Design vga_fb_scheduler, sky130hd; sources not shown.
**Run 1: clock nets**

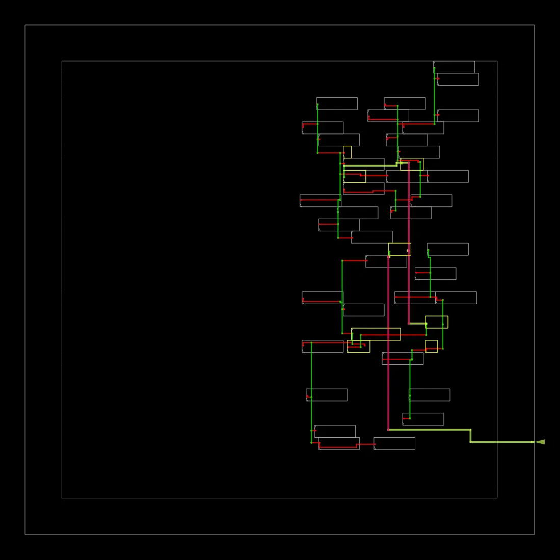
worst clock skew: 0.008089 ns
number of clock buffer instances in the layout: 5
Clk. pwr: 0.0672 mW
later-pin clock latency in the skew report: 0.29 ns

**Run 1: register map, names as in the netlist**

The bar under the picture is 20 um long. Other sequential cells in the stronger grey, the rest of the logic in the fainter grey.
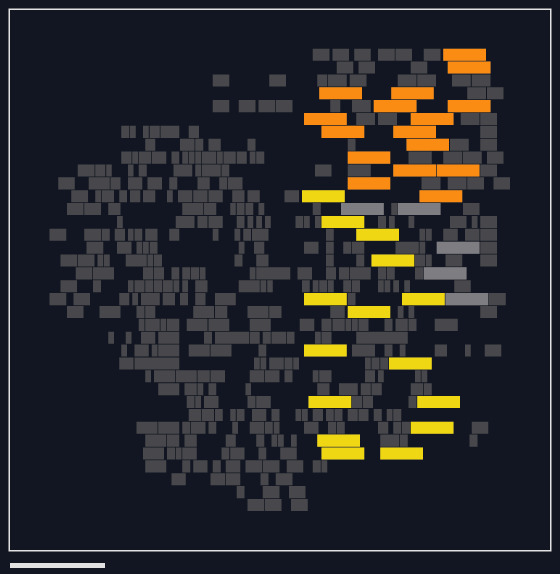
| colour | netlist name | sequential cells |
|---|---|---|
| orange | r_shift | 16 |
| yellow | r_wr_ptr | 15 |
not coloured: 5
share of the final layout cell area in sequential cells: 22.56%
Final Core Density: 41.81%
storage element area: 900.9 sq um
reported sequential group power: 0.0923 mW

**Run 1: I/O nets highlighted**

The bar under the picture is 20 um long.
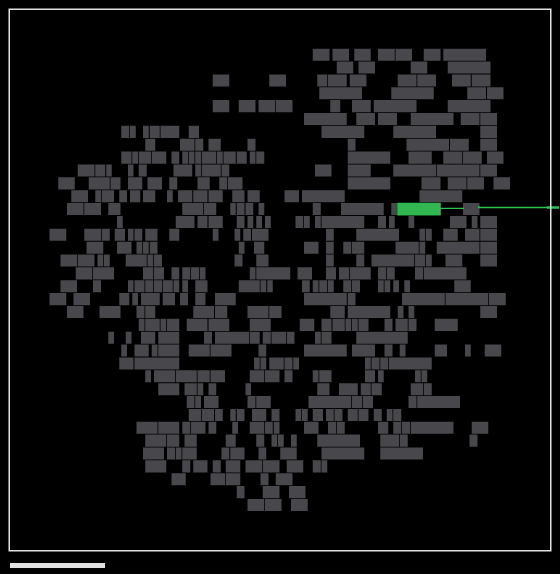
| colour | port | bits | direction | end cells | buffers | wire |
|---|---|---|---|---|---|---|
| green | frame_repeat | 1 | output | 1 | 1 | 20.1 um |
count of boundary I/O pins: 95
Port Buf Inserts: 62

==> metrics.log <==
[metrics] run summary
INFO  metric ant_nets = 0
INFO  metric fin_nets = 516
INFO  metric met3_usage = ~4%
INFO  metric max_h_tree_level = 2
INFO  metric critPathRequiredTime = 15.00 ns
INFO  metric cts-resized-gates = 0
INFO  metric synthToLayoutAreaGrowth = 21.84%
INFO  metric enable_flop_cells = 0
INFO  metric cts-buffers-inserted = 5
INFO  metric number_of_setup_buffers_added_after_cts = 0
INFO  metric drc_violation_count_after_routing = 0
INFO  metric gr-usage-met1 = 16.74%
INFO  metric critical_path_peak_fanout = 11
INFO  metric ffs_w_async_s_r_synth = 100.0%
INFO  metric hold_ws = around 0.48 ns
INFO  metric p_int = 0.1653 mW
INFO  metric hold-path-cell-count = 1
INFO  metric path_cells = clkdlybuf4s50_1 > ha_1 > and2_1 > nand2_1 > xor2_1 > ha_1 > o21ai_2 > a21oi_2 > or2_1 > nand2b_1 > xor2_1 > inv_1 > ha_1 > ha_1 > a21oi_1 > o21bai_1 > a21o_1 > a21o_1 > a21oi_1 > xnor2_1 > nand3_1 > xnor2_1 > o21ai_0 > clkdlybuf4s50_1
INFO  metric cts_sinks = 36
INFO  metric critical_path_arrival = 9.31 ns
INFO  metric r2r_setup_slack = 16.34 ns
INFO  metric portion_of_total_power_attributed_to_combinational_logic = 34.3%
INFO  metric worstSetupPathType = input port to output port
INFO  metric topCellsByArea = sky130_fd_sc_hd__dfrtp_1, sky130_fd_sc_hd__ha_1, sky130_fd_sc_hd__o21ai_0, sky130_fd_sc_hd__mux2_2, sky130_fd_sc_hd__nand2_1
INFO  metric seqPwrFrac = 38.0%
INFO  metric critical_path.slowest_cell = sky130_fd_sc_hd__clkdlybuf4s50_1
INFO  metric synth_sequential_area_ratio = 27.49%
INFO  metric totalNegativeSetupSlack = 0 ns
INFO  metric timing.hold.worst.class = register to register
INFO  metric final-hold-violation-count = 0
INFO  metric cp-start-kind = input port
INFO  metric irDropWorstVdd = 40.09 uV
INFO  metric initialDrtViolationCount = 139
INFO  metric timing.final.max_slew_violations = 0
INFO  metric largest_reg_flops = 16
INFO  metric layout-drive-gt1-share = 8.257%
INFO  metric ys.flop_type = sky130_fd_sc_hd__dfrtp_1
INFO  metric timing.max_cap.violations = 0
INFO  metric antenna_found_initial = 0
INFO  metric core-area = 9549 sq um
INFO  metric die_width = approximately 110 um
INFO  metric grt_first_pass_wirelength = 14100 um
INFO  metric power.net_switching = 0.07748 mW
INFO  metric cts_clock_pin_slew_for_the_worst_setup_and_hold_paths = 0.07 ns
INFO  metric syn_area_per_cell = 8.296 sq um
INFO  metric run_status = finished clean
INFO  metric cts.root.buffer_cell = sky130_fd_sc_hd__clkbuf_8
INFO  metric clockPowerShare = 27.7%
INFO  metric fmax = roughly 77 MHz
INFO  metric use_met2 = 21.37%
INFO  metric detail_route.vias_per_cell = 5.162
INFO  metric synthesis.area = 3277 sq um
INFO  metric drt_pass1_iterations = 4
INFO  metric initial_core_util = 34.32%
INFO  metric syn-instance-count = 395
INFO  metric die-area = approximately 13000 sq um
INFO  metric die_y = 114.2 um
INFO  metric period_minus_slack = 13.06 ns
INFO  metric worst_slew_margin_relative_to_its_limit = 39.63%
INFO  metric grt_util_all_layers = roughly an eighth
INFO  metric yosys_cells = roughly 400
INFO  metric yosys_top_cell_by_area = sky130_fd_sc_hd__dfrtp_1
INFO  metric gp_congestion = 0.8198
INFO  metric worstRegToRegCells = 9
INFO  metric synth_top_area_share = 27.49%
INFO  metric tritoncts = done
INFO  metric pin_count_of_the_biggest_net_entering_global_routing = 38
INFO  metric p_per_area = 60.81 nW/um^2
INFO  metric cp_common_cell = sky130_fd_sc_hd__ha_1
INFO  metric yosys.stat.chipArea = approximately 3300 sq um
INFO  metric vias = 2937
INFO  metric cts_hold_buffers = 0
INFO  metric combGateArea = 2131 sq um
INFO  metric timing_worst_slew_pin_value = 0.9036 ns
INFO  metric fillers = 990
INFO  metric post-route-period-util = 69.66%
INFO  metric warning_count = 26
INFO  metric std_cell_rows = 36
INFO  metric globalRoute.busiestLayer = met2
INFO  metric setup_viol = 0
INFO  metric insertedDiodeCount = 0
INFO  metric p_leak = 1.716 nW
INFO  metric finalWirelength = 8426 um
## run 1: stage by stage
stage / instance area (sq um) / setup slack, ns / power, mW / utilization [%]
floorplan: 3085 / 7.124 / 0.1414 / -
global placement: 3875 / 5.854 / 0.1765 / 40.58
detailed placement: 3875 / 5.705 / 0.1774 / 40.58
CTS: 3986 / 5.681 / 0.2459 / 41.75
global route: 3993 / 5.147 / 0.2602 / 41.81
finish: 3993 / 5.688 / 0.2428 / 41.81
## run 1: synthesized netlist by cell type (12+ instances only)
cell type	count
sky130_fd_sc_hd__xor2_1	17
sky130_fd_sc_hd__dfrtp_1	36
sky130_fd_sc_hd__xnor2_1	14
sky130_fd_sc_hd__buf_4	18
sky130_fd_sc_hd__nor2_1	27
sky130_fd_sc_hd__mux2_2	16
sky130_fd_sc_hd__ha_1	24
sky130_fd_sc_hd__nand3_1	19
sky130_fd_sc_hd__inv_1	15
sky130_fd_sc_hd__o21ai_0	48
sky130_fd_sc_hd__nand2_1	45
sky130_fd_sc_hd__a21oi_1	12
## run 1: cells in the final DEF (no fill, tap or decap), types with 12 or more instances in the layout
cell and instances:
sky130_fd_sc_hd__a21oi_1 12, sky130_fd_sc_hd__inv_1 15, sky130_fd_sc_hd__mux2_2 16, sky130_fd_sc_hd__xnor2_1 14, sky130_fd_sc_hd__nand2_1 45, sky130_fd_sc_hd__o21ai_0 48
sky130_fd_sc_hd__dfrtp_1 36, sky130_fd_sc_hd__xor2_1 17, sky130_fd_sc_hd__clkdlybuf4s50_1 61, sky130_fd_sc_hd__nand3_1 19, sky130_fd_sc_hd__ha_1 24, sky130_fd_sc_hd__nor2_1 27
## run 1: cell families after synthesis
kind of cell	after synthesis	synth area share (%)
simple gates	141	21.31
fa+ha+maj	26	10.39
compound gates	97	18.71
buf+inv	46	7.674
xor+xnor	31	8.286
flops	36	27.49
mux	18	6.147
## run 1: power by group through the flow
stage	Sequential (mW)	Combinational, mW	Clock, mW
2_1_floorplan	0.0914	0.0500	0
3_3_place_gp	0.0935	0.0830	0
3_5_place_dp	0.0937	0.0837	0
4_1_cts	0.0922	0.0845	0.0692
5_1_grt	0.0935	0.0941	0.0726
6_report	0.0923	0.0832	0.0672
## run 1: critical path, delay by kind of cell
family                   cells  cell delay, ns
AND-OR/OR-AND                8            1.31
XOR/XNOR                     4            0.86
adder cells (fa/ha/maj)      4            1.21
buffers and inverters        3            1.22
AND/OR/NAND/NOR              5            0.97
## run 1: final cells by class
type / instances / area share, %
multi-input cells: 313 / 53.37
flip-flops and latches: 36 / 22.56
repair buffers: 63 / 15.61
well taps: 133 / 4.168
clock buffers: 5 / 1.724
inverters: 16 / 1.504
clock inverters: 3 / 1.065
## run 1: per-layer routing
metal / up-vias / wire length [um]
met4: 0 / 74
li1: 1468 / -
met1: 1353 / 3859
met3: 5 / 631
met5: - / 0
met2: 111 / 3860
No activity file was given, so power comes from the tool's default toggle rates.
